**Port wiring**

Bar = 20 um.
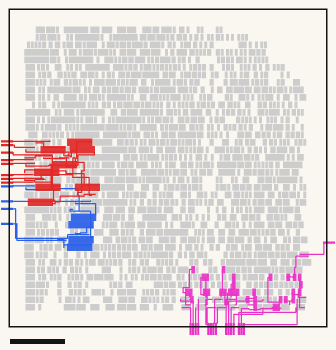
**Floorplan with the power grid**

Bar = 20 um. Pins as bars on the die edge. Tap cells in gray.
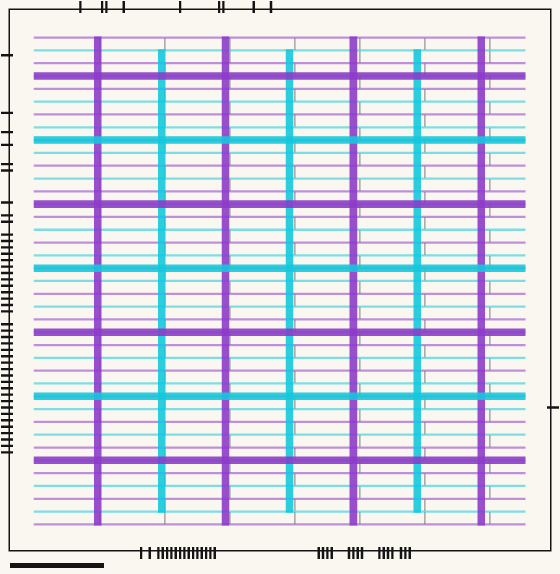
**Cell area per tile**

Bar = 20 um. The die is cut into 11 by 11 equal tiles; white is low, dark blue is high, 0 to 100% covered.
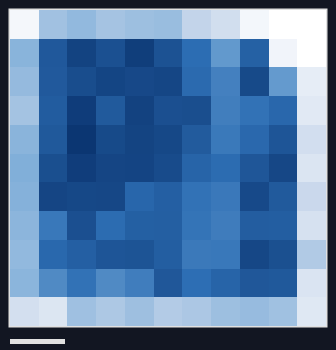
[src/rtl/ahb_arbiter16_if.sv]
// Arbitration signal bundle for the 16-master AHB arbiter.
// The slave modport is the arbiter's view; the master modport is the bus/requester view.
interface ahb_arbiter16_if;
    logic [15:0] HBUSREQx;
    logic [15:0] HLOCKx;
    logic [15:0] HSPLIT;
    logic        HREADY;
    logic [15:0] HGRANTx;
    logic [3:0]  HMASTER;
    logic        HMASTLOCK;
    logic [3:0]  dbg_last;
    logic [7:0]  dbg_hold_cnt;

    modport slave (
        input  HBUSREQx, HLOCKx, HSPLIT, HREADY,
        output HGRANTx, HMASTER, HMASTLOCK, dbg_last, dbg_hold_cnt
    );

    modport master (
        output HBUSREQx, HLOCKx, HSPLIT, HREADY,
        input  HGRANTx, HMASTER, HMASTLOCK, dbg_last, dbg_hold_cnt
    );
endinterface

[src/rtl/ahb_arbiter16.sv]
// Round-robin AHB arbiter for 16 masters with lock, split-release priority and a
// per-tenure hold limit. Grant, HMASTER and HMASTLOCK are all registered.
module ahb_arbiter16 #(
    parameter int unsigned MAX_HOLD = 16
) (
    input  logic           HCLK,
    input  logic           HRESETn,
    ahb_arbiter16_if.slave bus
);

    localparam logic [7:0] HOLD_LIMIT = 8'(MAX_HOLD - 1);

    logic [15:0] grant_q, grant_d;
    logic [3:0]  master_q, master_d;
    logic        mastlock_q, mastlock_d;
    logic [3:0]  last_q, last_d;
    logic [7:0]  cnt_q, cnt_d;

    logic        owner_vld;
    logic [3:0]  owner_idx;
    logic        split_found, rr_found;
    logic [3:0]  split_idx, rr_idx, scan_idx;

    assign owner_vld = |grant_q;

    always_comb begin
        owner_idx = '0;
        for (int i = 0; i < 16; i++) begin
            if (grant_q[i]) owner_idx = 4'(i);
        end
    end

    // Scan from last+16 down to last+1 so the final hit is the first in round-robin order.
    always_comb begin
        split_found = 1'b0;
        rr_found    = 1'b0;
        split_idx   = '0;
        rr_idx      = '0;
        scan_idx    = '0;
        for (int k = 16; k >= 1; k--) begin
            scan_idx = last_q + 4'(k);
            if (bus.HBUSREQx[scan_idx]) begin
                rr_found = 1'b1;
                rr_idx   = scan_idx;
            end
            if (bus.HBUSREQx[scan_idx] && bus.HSPLIT[scan_idx]) begin
                split_found = 1'b1;
                split_idx   = scan_idx;
            end
        end
    end

    // HREADY is the only arbitration point: with HREADY low every register holds;
    // with HREADY high grant, owner info, pointer and counter advance together.
    always_comb begin
        grant_d    = grant_q;
        master_d   = master_q;
        mastlock_d = mastlock_q;
        last_d     = last_q;
        cnt_d      = cnt_q;
        if (bus.HREADY) begin
            master_d   = owner_idx;
            mastlock_d = owner_vld && bus.HLOCKx[owner_idx];
            if (owner_vld && bus.HLOCKx[owner_idx] && bus.HBUSREQx[owner_idx]) begin
                grant_d = grant_q;
            end else if (owner_vld && bus.HBUSREQx[owner_idx] && (cnt_q < HOLD_LIMIT)) begin
                grant_d = grant_q;
                cnt_d   = cnt_q + 8'd1;
            end else if (split_found) begin
                grant_d = 16'(1) << split_idx;
                last_d  = split_idx;
                cnt_d   = '0;
            end else if (rr_found) begin
                grant_d = 16'(1) << rr_idx;
                last_d  = rr_idx;
                cnt_d   = '0;
            end else begin
                grant_d = '0;
                cnt_d   = '0;
            end
        end
    end

    always_ff @(posedge HCLK or posedge HRESETn) begin
        if (HRESETn) begin
            grant_q    <= '0;
            master_q   <= '0;
            mastlock_q <= 1'b0;
            last_q     <= 4'd15;
            cnt_q      <= '0;
        end else begin
            grant_q    <= grant_d;
            master_q   <= master_d;
            mastlock_q <= mastlock_d;
            last_q     <= last_d;
            cnt_q      <= cnt_d;
        end
    end

    assign bus.HGRANTx      = grant_q;
    assign bus.HMASTER      = master_q;
    assign bus.HMASTLOCK    = mastlock_q;
    assign bus.dbg_last     = last_q;
    assign bus.dbg_hold_cnt = cnt_q;

endmodule

[src/flat_wrapper.sv]
// flat-port wrapper written by rule: the top's interface ports become plain ports
module ahb_arbiter16_flat 
#(
    parameter int unsigned MAX_HOLD = 16
)
  (HCLK, HRESETn, bus_HBUSREQx, bus_HLOCKx, bus_HSPLIT, bus_HREADY, bus_HGRANTx, bus_HMASTER, bus_HMASTLOCK, bus_dbg_last, bus_dbg_hold_cnt);
  ahb_arbiter16_if bus_i ();
  input  logic HCLK;
  input  logic HRESETn;
  input wire logic [$bits(bus_i.HBUSREQx)-1:0] bus_HBUSREQx;
  input wire logic [$bits(bus_i.HLOCKx)-1:0] bus_HLOCKx;
  input wire logic [$bits(bus_i.HSPLIT)-1:0] bus_HSPLIT;
  input wire logic [$bits(bus_i.HREADY)-1:0] bus_HREADY;
  output wire logic [$bits(bus_i.HGRANTx)-1:0] bus_HGRANTx;
  output wire logic [$bits(bus_i.HMASTER)-1:0] bus_HMASTER;
  output wire logic [$bits(bus_i.HMASTLOCK)-1:0] bus_HMASTLOCK;
  output wire logic [$bits(bus_i.dbg_last)-1:0] bus_dbg_last;
  output wire logic [$bits(bus_i.dbg_hold_cnt)-1:0] bus_dbg_hold_cnt;
  assign bus_i.HBUSREQx = bus_HBUSREQx;
  assign bus_i.HLOCKx = bus_HLOCKx;
  assign bus_i.HSPLIT = bus_HSPLIT;
  assign bus_i.HREADY = bus_HREADY;
  assign bus_HGRANTx = bus_i.HGRANTx;
  assign bus_HMASTER = bus_i.HMASTER;
  assign bus_HMASTLOCK = bus_i.HMASTLOCK;
  assign bus_dbg_last = bus_i.dbg_last;
  assign bus_dbg_hold_cnt = bus_i.dbg_hold_cnt;
  ahb_arbiter16 #(.MAX_HOLD(MAX_HOLD)) u_core (.HCLK(HCLK), .HRESETn(HRESETn), .bus(bus_i));
endmodule
[config.mk]
export PLATFORM = sky130hd
export DESIGN_NAME = ahb_arbiter16_flat
export DESIGN_NICKNAME = d
export VERILOG_FILES = /design/src/rtl/ahb_arbiter16_if.sv /design/src/rtl/ahb_arbiter16.sv /design/src/flat_wrapper.sv
export SDC_FILE = /design/constraint.sdc
export NUM_CORES = 1
export LEC_CHECK = 0
export ABC_AREA = 1
export CORE_MARGIN = 5
export CORE_UTILIZATION = 51
export CTS_CLUSTER_SIZE = 12
export DETAILED_ROUTE_END_ITERATION = 6
export PLACE_DENSITY = 0.79
export SYNTH_ARGS = -nofsm -noshare
export SYNTH_HDL_FRONTEND = slang
export SYNTH_SLANG_ARGS = --single-unit
[constraint.sdc]
create_clock -name HCLK -period 3.3 [get_ports HCLK]
set_input_delay 0.66 -clock HCLK [delete_from_list [all_inputs] [get_ports HCLK]]
set_output_delay 0.66 -clock HCLK [all_outputs]
set_load 0.05 [all_outputs]
==> GITHUB_STEP_SUMMARY <==
## PnR job results

| Metric | Value |
|---|---|
| Status | finished with violations |
| Failing checks | setup timing |
| Placed instance area | 7560 um^2 |
| Post-synth area hogs | nand2_1, nand3_1, dfrtp_1 |
| CP dominant cell by count | nand2_1 |
| Worst Hold Depth | 2 |
| R2R setup slack | -0.30 ns |
| Final-layout clock-cell area share | 0.00968 |
| Max reg flops | 16 |
| Hold/Removal Path Class | flop to flop |
| Area of the multi-input gates | 4630 um^2 |
| Post-CTS setup buffers | 19 |
| GR peak layer | met2 |
| Slowest cell on the critical path | dfstp_4 |
| Via count | 8149 |
| Nets | 1354 |
| Fillcell total | 811 |
| M1 GR Usage | 0.417 |
| Clk_lat worst skew | 0.29 ns |
| Row count | 38 |
| Vias in the first global route | 7387 |
| TritonCTS buffer count | 5 |
| Final Setup Violations | 20 |
| Seq area share | 0.0978 |
| Clk_skew | 0.0112 ns |
| R2R Path End | u_core.bus.HGRANTx[15] |
| Core ar. | 10800 um^2 |
| Mux area share | 0 |
| Area-dominant class | combinational gates |
| NonClk Buf Share | 0.264 |
| Total global-route track usage | 0.327 |
| GP Congestion | 1.03 |
| Setup WS post-layout | -0.301 ns |
| Critical Path Start | u_core.bus.dbg_last[1] |
| Top sig layer | met4 |
| Yosys stat cell total | 1070 |
| Post-route DRC | 0 |
| Layout cell share with drive strength beyond 1 | 0.271 |
| Die height | 115 um |
| Worst setup path end | u_core.bus.HGRANTx[15] |
-- 'port wiring' (at the start) --
port	color	bits	direction	edge	end cells	buffers	wire
bus_HSPLIT	magenta	16	input	15 bottom, 1 right	32	16	391 um
bus_dbg_hold_cnt	red	8	output	left	8	8	348 um
bus_HMASTER	blue	4	output	left	4	4	189 um
IO Pins: 84
port buffer count: 83

-- 'floorplan with the power grid' (at the start) --
net	color
VSS	purple
VDD	cyan
signal pins	84
met5 straps	7

-- 'cell area per tile' (at the start) --
nearly empty tiles	2.5%
mean over tiles	64%
fullest tile	98%

